==> config.mk <==
export PLATFORM = sky130hd
export DESIGN_NAME = round_score_counter
export DESIGN_NICKNAME = d
export VERILOG_FILES = /design/src/rtl/round_score_counter.sv
export SDC_FILE = /design/constraint.sdc
export NUM_CORES = 1
export LEC_CHECK = 0
export ABC_AREA = 0
export CORE_ASPECT_RATIO = 1.2
export CORE_MARGIN = 2
export CORE_UTILIZATION = 30
export CTS_CLUSTER_SIZE = 25
export DETAILED_ROUTE_END_ITERATION = 12
export SLEW_MARGIN = 30
export SYNTH_ARGS = -nofsm -noshare
export SYNTH_HDL_FRONTEND = slang
export SYNTH_SLANG_ARGS = --single-unit
==> constraint.sdc <==
create_clock -name clk -period 6.7 [get_ports clk]
set_input_delay 1.005 -clock clk [delete_from_list [all_inputs] [get_ports clk]]
set_output_delay 1.005 -clock clk [all_outputs]
set_load 0.1 [all_outputs]
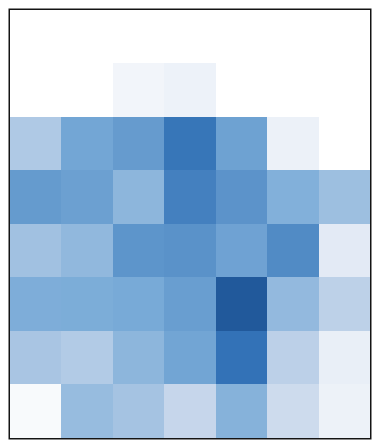
Fig. 1. Cell density map (run 1).
The die is cut into 7 by 8 equal tiles; white is low, dark blue is high, 0 to 100% covered.
mean over tiles	32%
densest ninth of the die	centre
nearly empty tiles	23%
emptiest ninth of the die	upper right
core outline area: 0.00526 sq mm
post-layout util: 0.383

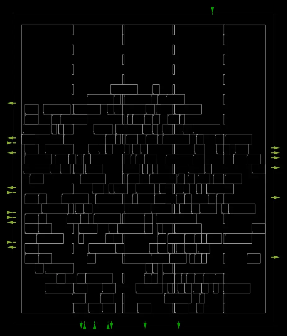
Fig. 2. Cell outlines without signal wires (run 1).
TAP cells: 62
filler instances: 528
fin cells: 263

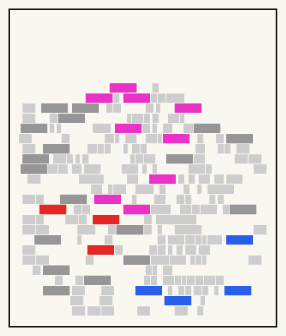
Fig. 3. Sequential cells coloured by netlist name (run 1).
signal	colour	flops
scoreOnes	blue	4
timer_reg	magenta	9
g_edge.cur_reg	red	3
Seq group: 211 uW
Sequential Area: 681 sq um
sequential fraction of total cell area: 0.338

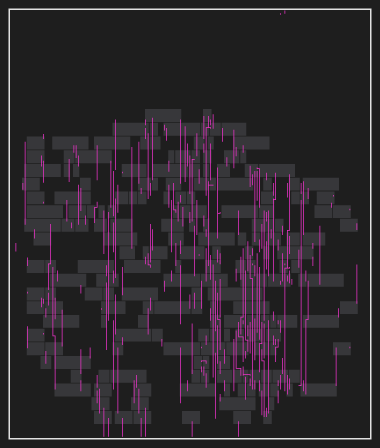
Fig. 4. Met2 routing (run 1).
Cells faint in the background.
main direction	vertical
nets with wire on the layer	162
longest straight run	36.7 um
share of all routed wire	43%
met2 Track Usage GR: 0.166
routed vias: 1,276

==> summary.txt, run 1 <==
fresh numbers from the pnr run: MI comb cells approximately 130, Post-synth regs 34, reg2reg path depth 9, DR WL/cell 11.6 um, crit path capture type primary output, total CTS buffers 5, hold buffers post-CTS 0, top cell type by total area after synthesis dfxtp_1, logic share of the area 0.441, n_diodes 0, Synth logic family simple AND/OR/NAND/NOR gates, Pre-antenna DRT Iters 6, WP depth 1, status complete, no violations, gpl congestion 0.788, RSZ-0062 raised after global routing no, Data required, critical path 5690 ps, R2R setup slack 4010 ps, initial antenna violation count 0, Post-Route WL 3060 um, number of stages on the worst hold path 1, Leakage just under 0.7 nW, chip height 84.8 um, mux frac, synth 0.0306, Synth area leaders dfxtp_1 (42%), o21ai_0 (3.7%), a21oi_1 (3.4%), CP top delay family buffers and inverters, area grow syn2layout 23.4%, Ys Warns 0, Main synth FF type dfxtp_1, CP Class flop to primary output, internal cell power 335 uW, Max Fclk 322 MHz, Chip Area 0.00606 sq mm, Resized cells post-CTS 0, vias per cell between 4 and 5, Fin Clk Skew 8.99 ps, PortBufs 24, met1 Use GR 0.147, Worst EP arrival between 2000 and 2500 ps, Buffers, non-clock 24, Site Rows 29, Largest register FFs 9, H-Tree Depth 2, fraction of area in clock buffers and inverters 0.0546, Clock power frac 0.417, Slew @ Worst Pin roughly 970 ps, Gate Count Post-Synth between 150 and 200, share of cells above drive strength 1 0.0846, Distinct cells, synth 49, Post-synth top cells dfxtp_1 (34), nor2_1 (14), o21ai_0 (12), number of clock buffers in the layout 6, Final ANT Viol Nets 0, floorplan core density 0.311, slew margin rel. 0.354, post-synthesis sequential area ratio 0.417, OpenROAD warning count 26, largest class multi-input combinational cells, Top cell area share 0.417, Worst path max stage delay 1220 ps, Post-CTS Setup Inserts 0, Sw Share 0.244, first-pass GRT wire length 5440 um, HP Class flop to flop, final setup vio count 0, CP max FO 14, Mapped Area roughly 0.0016 sq mm, final count of hold timing violations 0, GRT overflow 0, PD cells around 220 mW/mm^2, WP buf/inv 1, nonclk inv count 5, fin. max-slew vios 0, gr usage total 0.114, xor/xnor share 0.0482, clk sink count 34, maximum VDD drop between 0.0001 and 0.00015 V, Mapped Avg Cell Area 9.23 sq um, placed cells 255, CTS max path bufs 2, Post-synth EDFFs 0, CTS tree done, logic area 888 sq um, CP max stage cell clkdlybuf4s50_1, later-pin clock latency in the skew report approximately 290 ps, post-synthesis simple-gate area fraction 0.263, chip area in the Yosys report 0.00163 sq mm, area fraction in full adders, half adders and majority gates 0.0352, root buf cell clkbuf_8, TNS Setup 0 ps, crit path cell chain clkdlybuf4s50_1, cells in synth_stat.txt 177, Syn Nets 190, Switch Pwr 108 uW, met3 GRT Util 0.0356, pin count of the biggest net entering global routing 18, vias in the first global route 1,194, buffering overhead 0.119, Reg clk slew, reported paths 70 ps, combinational power share 0.107, cell with the most instances after synthesis dfxtp_1, Post-Synth AOI/OAI Area 0.167, GRT busiest layer met2, dpl hpwl 2130 um, Critical Path Source Type flop, num ports 25, Synth async-reset ratio 0, registers 34, final worst path period need 3110 ps, DR iter-0 viols 114, Residual DRC 0, cycle use final 0.464, Max-Cap Viols 0, Die Width 71.4 um, Flop pwr share 0.476
[run 1: power groups by stage]
stage	Combinational (mW)	Sequential, mW	Clock (mW)
3_5_place_dp	0.0477	0.215	0
2_1_floorplan	0.0214	0.228	0
3_3_place_gp	0.0476	0.215	0
5_1_grt	0.0516	0.211	0.200
6_report	0.0474	0.211	0.185
4_1_cts	0.0480	0.211	0.192
[run 1: metrics by stage]
step           worst slack (ps)  hold WS, ps  utilization  instance area (sq um)  power (mW)
4_1_cts                    3590          468        0.383                   2020       0.451
3_3_place_gp               3930          444        0.362                   1910       0.263
5_1_grt                    3550          472        0.383                   2020       0.463
3_5_place_dp               3920          448        0.362                   1910       0.263
2_1_floorplan              3510          431            -                   1630       0.250
6_report                   3590          460        0.383                   2020       0.443
[run 1: layout by cell type, fill, tap and decap left out, drive strengths merged, types with 5 or more instances in the layout]
cell           synthesis  layout
nand2                  7       7
xnor2                  5       5
a21oi                 11      11
nand3                  7       7
nor2b                  6       6
clkbuf                 4       6
clkdlybuf4s50          0      24
and2                   8       8
o21ai                 12      12
dfxtp                 34      34
nand4                  5       5
mux2i                  5       5
inv                    5       5
or3                    6       6
nor2                  14      14
[run 1: cell families after synthesis]
logic type	after synthesis
xor gates and xnor gates	9
DFF	34
muxes	5
and+or+nand+nor	72
buffers and inverters	13
AOI/OAI and AO/OA	40
adders and majority gates	4
[run 1: layer usage]
metal,vias up,part of all wire
met2,27,0.43
li1,672,-
met5,-,0
met1,570,0.49
met3,7,0.052
met4,0,0.028
[run 1: worst register-to-register path, cell delays in order (launching register included)]
cell and delay, ps:
dfxtp_1 520, and4bb_1 320, a211oi_4 360, inv_1 150
ha_1 290, a21o_1 170, a21oi_1 170, xnor2_1 100
or4_1 400, a21oi_1 140
Fig. 5: run 1, M1 wires
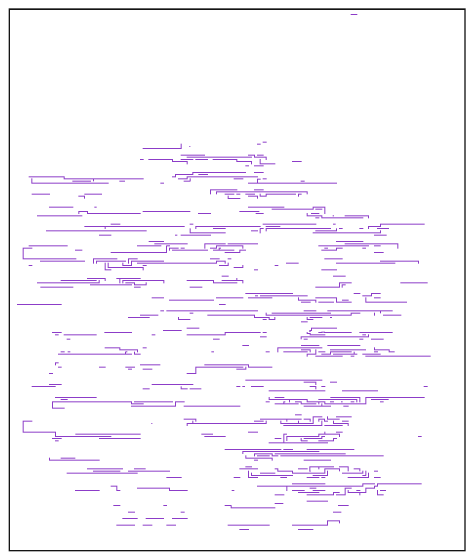

==> inputs of run 2 (changes only) <==
clock period = 2.9 ns   (was 6.7 ns; I/O delays follow)
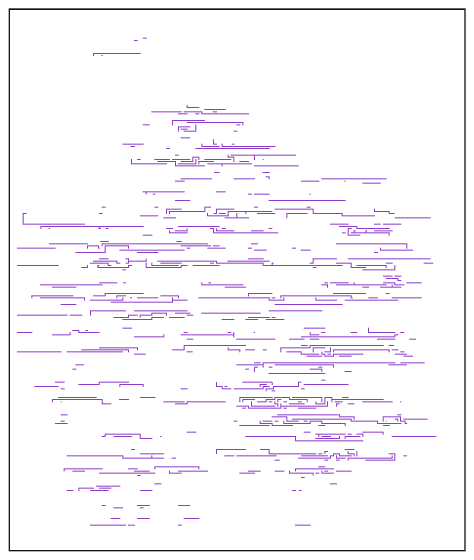
Fig. 6. M1 wires (run 2).
share of all routed wire	48%
nets with wire on the layer	199
wire length on this layer	1,500 um
Post-Route WL: 3110 um
routed vias: 1,323
met1 Use GR: 0.154

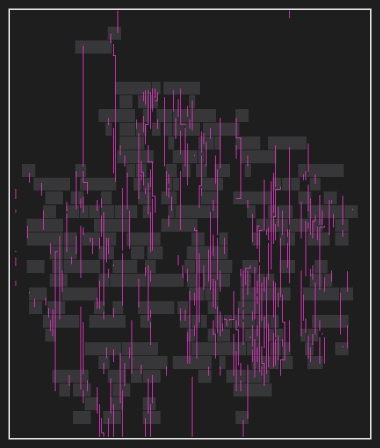
Fig. 7. Met2 routing (run 2).
Cells faint in the background.
main direction	vertical
nets with wire on the layer	178
share of all routed wire	46%
longest straight run	27.5 um
wire length on this layer	1,430 um
met2 Track Usage GR: 0.165

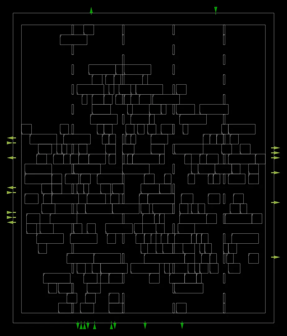
Fig. 8. Cell outlines without signal wires (run 2).
post-layout util: 0.383
filler instances: 542
sequential fraction of total cell area: 0.340

==> summary.txt, run 2 <==
fresh numbers from the pnr run: maximum VDD drop 0.000227 V, Distinct cells, synth 49, Top cell area share 0.417, Sw Share 0.252, Die Width 71.4 um, Residual DRC 0, clk sink count 34, final count of hold timing violations 0, Post-synth regs 34, worst setup margin 345 ps, Flop pwr share 0.469, floorplan core density 0.311, Mapped Area ~0.0016 sq mm, Worst EP arrival approximately 2800 ps, Synth async-reset ratio 0, Leakage 0.749 nW, logic area 888 sq um, pre-CTS setup slack 324 ps, Clock power frac 0.422, nets 217, Sequential Area slightly below 700 sq um, R2R setup slack between 300 and 400 ps, status complete, no violations, OpenROAD warning count 26, most numerous logic cells after layout dfxtp_1 (30), buf_4 (20), nor2_1 (14), Slew @ Worst Pin 807 ps, Ys Warns 0, post-synthesis sequential area ratio 0.417, share of cells above drive strength 1 0.205, RSZ-0062 raised after global routing no, HP Class flop to flop, num ports 25, Largest register FFs 9, Syn Nets 190, crit path capture type flop, Final ANT Viol Nets 0, cell with the most instances after synthesis dfxtp_1, top cell type by total area after synthesis dfxtp_1, Post-CTS Setup Inserts 0, root buf cell clkbuf_8, CP Class flop to flop, later-pin clock latency in the skew report between 200 and 300 ps, DR WL/cell between 10 and 15 um, initial antenna violation count 0, Chip Area about 0.0061 sq mm, Mapped Avg Cell Area 9.23 sq um, Synth area leaders dfxtp_1 (42%), o21ai_0 (3.7%), a21oi_1 (3.4%), Post-synth EDFFs 0, cycle use final 0.881, number of stages on the worst hold path 1, vias per cell 4.96, dpl hpwl 2260 um, PortBufs 24, TNS Setup 0 ps, Fin Clk Skew 9.43 ps, Post-synth top cells dfxtp_1 (34), nor2_1 (14), o21ai_0 (12), Critical Path Source Type flop, Pre-antenna DRT Iters 4, GRT overflow 0, slew margin rel. 0.462, pin count of the biggest net entering global routing 18, CTS max path bufs 2, first-pass GRT wire length 5410 um, Switch Pwr around 260 uW, PD cells 514 mW/mm^2, final setup vio count 0, total CTS buffers 5, Site Rows 29, CP max FO 12, chip area in the Yosys report 0.00163 sq mm, vias in the first global route 1,179, cells in synth_stat.txt 177, Main synth FF type dfxtp_1, fin. max-slew vios 0, Max Fclk 391 MHz, area grow syn2layout 23.3%, Max-Cap Viols 0, CTS tree done, Resized cells post-CTS 0, DR iter-0 viols 90, n_diodes 0, gpl congestion 0.825, hold buffers post-CTS 0, combinational power share 0.108, internal cell power 774 uW, core outline area about 0.0053 sq mm, chip height 84.8 um, H-Tree Depth 2, reg2reg path depth 9, Reg clk slew, reported paths 80 ps, Top cell excl fill/tap dfxtp_1, Gate Count Post-Synth 177, final worst path period need 2550 ps, Data required, critical path 3110 ps, gr usage total 0.111
-- run 2: netlist changes by cell type in the layout (fill, tap and decap cells not counted), sizes merged --
cell,before,now
clkinvlp,1,2
clkdlybuf4s50,24,8
clkbuf,6,5
buf,0,20
-- run 2: stage by stage --
step	total power, mW	util	hold WS [ps]	cell area, sq um	std cells
3_3_place_gp	0.610	0.361	444	1900	259
2_1_floorplan	0.577	-	431	1640	177
6_report	1.03	0.383	460	2010	267
4_1_cts	1.05	0.383	467	2010	267
5_1_grt	1.09	0.383	493	2010	267
3_5_place_dp	0.610	0.361	447	1900	259
-- run 2: logic make-up after synthesis --
logic type      count (synthesis)  share of synthesized area
simple gates                   72                      0.263
compound gates                 40                      0.167
flops                          34                      0.417
buf+inv                        13                     0.0398
xor+xnor                        9                     0.0482
mux                             5                     0.0306
fa+ha+maj                       4                     0.0352
-- run 2: final cells by class --
cell class,instances,area share
inverter,5,0.00932
clock buffer,5,0.0342
tap,62,0.0385
multi-input combinational,130,0.441
sequential,34,0.340
clock inverter,3,0.0224
timing repair buffer,28,0.114
-- run 2: critical path, stage by stage (launching register included) --
cell and delay (ps):
dfxtp_2 450, and4bb_1 260, a211oi_4 340, inv_1 140, ha_1 290, a21o_1 180, a21oi_1 170, xnor2_1 90
or4_1 400, a21oi_1 140
-- run 2: per-layer routing --
layer,GRT usage,share of wire
met5,0,0
met4,0.0360,0.015
met2,0.165,0.46
met3,0.0356,0.042
met1,0.154,0.48
-- run 2: power groups by stage --
stage / Combinational [mW] / Sequential, mW / Clock (mW)
finish: 0.112 / 0.486 / 0.437
global route: 0.121 / 0.488 / 0.479
CTS: 0.113 / 0.486 / 0.454
detailed placement: 0.113 / 0.497 / 0
global placement: 0.113 / 0.497 / 0
floorplan: 0.0495 / 0.528 / 0
Power and IR drop assume default switching activity.
